PDN straps and rails:
Pins as bars on the die edge.
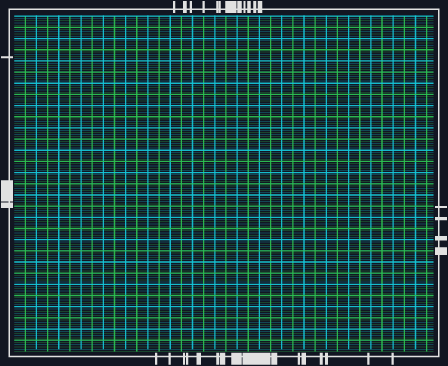
Cells coloured by class:
Drawn at 1 px/um. Fill, decap, tap and diode cells in grey.
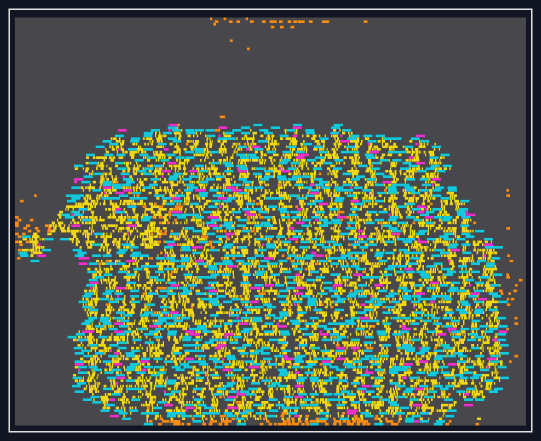
==> src/rtl/gpr_pkg.sv <==
// Shared defaults and index types for the bypassing register file.
package gpr_pkg;

    localparam int GPR_DATA_WIDTH = 32;
    localparam int GPR_ADDR_WIDTH = 5;

    typedef logic [GPR_ADDR_WIDTH-1:0] reg_idx_t;

    localparam reg_idx_t REG_ZERO = '0;

endpackage

==> src/rtl/gpr_scoreboard.sv <==
// Per-register busy bits tracking in-flight producers for RAW detection.
module gpr_scoreboard
    import gpr_pkg::*;
#(
    parameter int ADDR_WIDTH = GPR_ADDR_WIDTH,
    parameter int BYPASS     = 1
) (
    input  logic                  clock,
    input  logic                  reset,
    input  logic                  issue_valid,
    input  logic [ADDR_WIDTH-1:0] issue_rd,
    input  logic                  reg_write,
    input  logic [ADDR_WIDTH-1:0] num_write,
    input  logic [ADDR_WIDTH-1:0] rs,
    input  logic [ADDR_WIDTH-1:0] rt,
    output logic                  rs_busy,
    output logic                  rt_busy,
    output logic [ADDR_WIDTH:0]   busy_count
);

    localparam int                DEPTH   = 2 ** ADDR_WIDTH;
    localparam logic [ADDR_WIDTH:0] CNT_ONE = 1;

    logic [DEPTH-1:0]      busy_q;
    logic [DEPTH-1:0]      busy_d;
    logic [ADDR_WIDTH:0]   count_q;
    logic                  set_hit;
    logic                  clr_hit;
    logic                  inc;
    logic                  dec;
    logic                  fwd_rs;
    logic                  fwd_rt;

    assign set_hit = issue_valid && (issue_rd != ADDR_WIDTH'(REG_ZERO));
    assign clr_hit = reg_write && (num_write != ADDR_WIDTH'(REG_ZERO));

    // Set is applied after clear so a new producer wins on a shared index.
    always_comb begin
        busy_d = busy_q;
        if (clr_hit) busy_d[num_write] = 1'b0;
        if (set_hit) busy_d[issue_rd]  = 1'b1;
    end

    assign inc = set_hit && !busy_q[issue_rd];
    assign dec = clr_hit && busy_q[num_write] &&
                 !(set_hit && (issue_rd == num_write));

    always_ff @(posedge clock or posedge reset) begin
        if (reset) begin
            busy_q  <= '0;
            count_q <= '0;
        end else begin
            busy_q <= busy_d;
            unique case (1'b1)
                inc && !dec: count_q <= count_q + CNT_ONE;
                dec && !inc: count_q <= count_q - CNT_ONE;
                default:     count_q <= count_q;
            endcase
        end
    end

    assign fwd_rs = (BYPASS != 0) && reg_write && (num_write == rs);
    assign fwd_rt = (BYPASS != 0) && reg_write && (num_write == rt);

    assign rs_busy    = busy_q[rs] && !fwd_rs;
    assign rt_busy    = busy_q[rt] && !fwd_rt;
    assign busy_count = count_q;

endmodule

==> src/rtl/gpr_bypass_sb.sv <==
// Two-read/one-write register file with r0 hardwired to zero,
// optional writeback bypass and a RAW busy scoreboard.
module gpr_bypass_sb
    import gpr_pkg::*;
#(
    parameter int DATA_WIDTH = GPR_DATA_WIDTH,
    parameter int ADDR_WIDTH = GPR_ADDR_WIDTH,
    parameter int BYPASS     = 1
) (
    input  logic                  clock,
    input  logic                  reset,
    input  logic [ADDR_WIDTH-1:0] rs,
    input  logic [ADDR_WIDTH-1:0] rt,
    output logic [DATA_WIDTH-1:0] a,
    output logic [DATA_WIDTH-1:0] b,
    input  logic                  reg_write,
    input  logic [ADDR_WIDTH-1:0] num_write,
    input  logic [DATA_WIDTH-1:0] data_write,
    input  logic                  issue_valid,
    input  logic [ADDR_WIDTH-1:0] issue_rd,
    output logic                  rs_busy,
    output logic                  rt_busy,
    output logic [ADDR_WIDTH:0]   busy_count
);

    localparam int DEPTH = 2 ** ADDR_WIDTH;

    logic [DATA_WIDTH-1:0] regs [DEPTH];
    logic                  wr_en;
    logic                  fwd_ok;

    assign wr_en  = reg_write && (num_write != ADDR_WIDTH'(REG_ZERO));
    // Forwarding is suppressed in reset so every read sees zero.
    assign fwd_ok = (BYPASS != 0) && wr_en && !reset;

    always_ff @(posedge clock or posedge reset) begin
        if (reset) begin
            for (int i = 0; i < DEPTH; i++) regs[i] <= '0;
        end else if (wr_en) begin
            regs[num_write] <= data_write;
        end
    end

    always_comb begin
        a = regs[rs];
        unique case (1'b1)
            rs == ADDR_WIDTH'(REG_ZERO):  a = '0;
            fwd_ok && (num_write == rs):  a = data_write;
            default:                      a = regs[rs];
        endcase
    end

    always_comb begin
        b = regs[rt];
        unique case (1'b1)
            rt == ADDR_WIDTH'(REG_ZERO):  b = '0;
            fwd_ok && (num_write == rt):  b = data_write;
            default:                      b = regs[rt];
        endcase
    end

    gpr_scoreboard #(
        .ADDR_WIDTH (ADDR_WIDTH),
        .BYPASS     (BYPASS)
    ) u_sb (
        .clock       (clock),
        .reset       (reset),
        .issue_valid (issue_valid),
        .issue_rd    (issue_rd),
        .reg_write   (reg_write),
        .num_write   (num_write),
        .rs          (rs),
        .rt          (rt),
        .rs_busy     (rs_busy),
        .rt_busy     (rt_busy),
        .busy_count  (busy_count)
    );

endmodule

==> config.mk <==
export PLATFORM = sky130hd
export DESIGN_NAME = gpr_bypass_sb
export DESIGN_NICKNAME = d
export VERILOG_FILES = /design/src/rtl/gpr_pkg.sv /design/src/rtl/gpr_scoreboard.sv /design/src/rtl/gpr_bypass_sb.sv
export SDC_FILE = /design/constraint.sdc
export NUM_CORES = 2
export LEC_CHECK = 0
export ABC_AREA = 1
export CAP_MARGIN = 20
export CORE_AREA = 5 5 516 416
export DETAILED_ROUTE_END_ITERATION = 12
export DIE_AREA = 0 0 521 421
export HOLD_SLACK_MARGIN = 0.15
export SLEW_MARGIN = 25
export SYNTH_ARGS = -nofsm -noshare
export SYNTH_HDL_FRONTEND = slang
export SYNTH_SLANG_ARGS = --single-unit
export TNS_END_PERCENT = 50
==> constraint.sdc <==
create_clock -name clock -period 52.2 [get_ports clock]
set_input_delay 10.44 -clock clock [delete_from_list [all_inputs] [get_ports clock]]
set_output_delay 10.44 -clock clock [all_outputs]
set_load 0.005 [all_outputs]
==> impl_metrics.tcl <==
# yosys + openroad results
set metrics [dict create \
    status "finished clean" \
    viasPerCell 5.49 \
    insertion_delay_ns 0.79 \
    met3_usage_pct 5.94 \
    design.seq.count 1062 \
    final_antenna_net_count 0 \
    grt_usage_pct 24.0 \
    slowest_delay_ns 0.93 \
    combinationalPower_mw 0.595 \
    die-area_sq_um 219000 \
    hold-path-cell-count 0 \
    signal_buffers 274 \
    critPathRequiredTime_ns 41.76 \
    hold_viol 0 \
    wl_met1_um 109000 \
    p_leak_nw 31.4 \
    slowest_stage "buf_4" \
    drt_iter0_drc 9800 \
    combinationalPowerShare_pct 23.3 \
    cp.arrival_ns 15.75 \
    tapCellCount 2736 \
    syn-num-nets 9164 \
    cp-end-kind "primary output" \
    clockBufferCount 155 \
    synth_warnings 0 \
    finalPower_mw 2.56 \
    wl_met2_um 114000 \
    openroad.warnings 41 \
    comb_area_sq_um 28500 \
    switching_share_pct 34.0 \
    final-clk-cell-share_pct 5.56 \
    design_area_sq_um 68500 \
    placed_cell_area_sq_um 64600 \
    cts_resized 0 \
    vias 63300 \
    cts_tree "built" \
    critPathBufInv 6 \
    synth.area.mux_share_pct 0 \
    nets 8765 \
    synthTopCellsByCount "2897 x nand2_1, 1340 x nand3_1, 1110 x o21ai_0" \
    grt-ovfl-total 0 \
    place_ws_ns 26.16 \
    period_used_pct 50.2 \
    io_buffers 127 \
    grt_setup_unrepaired "no" \
    cp-endpoint "a[30]" \
    yosysChipArea_sq_um 62200 \
    power.group.top "registers" \
    syn_inst 9102 \
    dp_cells 11300 \
    worstMarginPinSlew_ns 1.17 \
    synth.largest_area_cell "dfrtp_1" \
    cts_hold_buf 0 \
    relSlewSlack_pct 22.2 \
    max_freq_mhz 38.2 \
    n_antenna_cell 2 \
    top_cell "nand2_1" \
    cts_made_buffers 111 \
    dr.pass1.iters 8 \
    crit_fanout 93 \
    root_buffer "clkbuf_16" \
    drc_errors 0 \
    hold_start "regs[1007]" \
    fin_cells 11500 \
    r2r_start "u_sb.busy_q[14]" \
    ys_sh_aoi_pct 15.0 \
    wl_met3_um 33200 \
    pwr-share-seq_pct 43.4 \
    grt-busiest-layer "met2" \
    synth-edff-count 0 \
    p_clk_share_pct 33.4 \
    yosys.area_share.xor_xnor_pct 0.197 \
    pg_seq_mw 1.11 \
    antenna_found_initial 8 \
    synth.top_cell.area_share_pct 42.7 \
    ys_top_logic_family "simple AND/OR/NAND/NOR gates" \
    lay_top_cells "2897 x nand2_1, 1340 x nand3_1, 1110 x o21ai_0" \
    cts_setup_buffers 0 \
    gp_congestion 0.919 \
    grt_use_met1_pct 32.1 \
]
Back to the opening pictures, 'PDN straps and rails':
Key: VSS = green; VDD = cyan
The core has 150 rows. 30 straps on met5. 151 met1 rails follow the rows. 37 straps on met4.
Die X: 521 um
die extent in y: 421 um
VDD IR-drop max: 0.0000292 V
core area: 208000 sq um

Back to the opening pictures, 'cells coloured by class':
Key: clock drivers and dummy loads = magenta [cells 209]; other buffers and delay cells = orange [cells 274]; all other logic = yellow [cells 7254]; flip-flops = cyan [cells 1062]
final core occ: 32.9%
fraction of area in registers: 38.8%

No activity file was given, so power comes from the tool's default toggle rates.
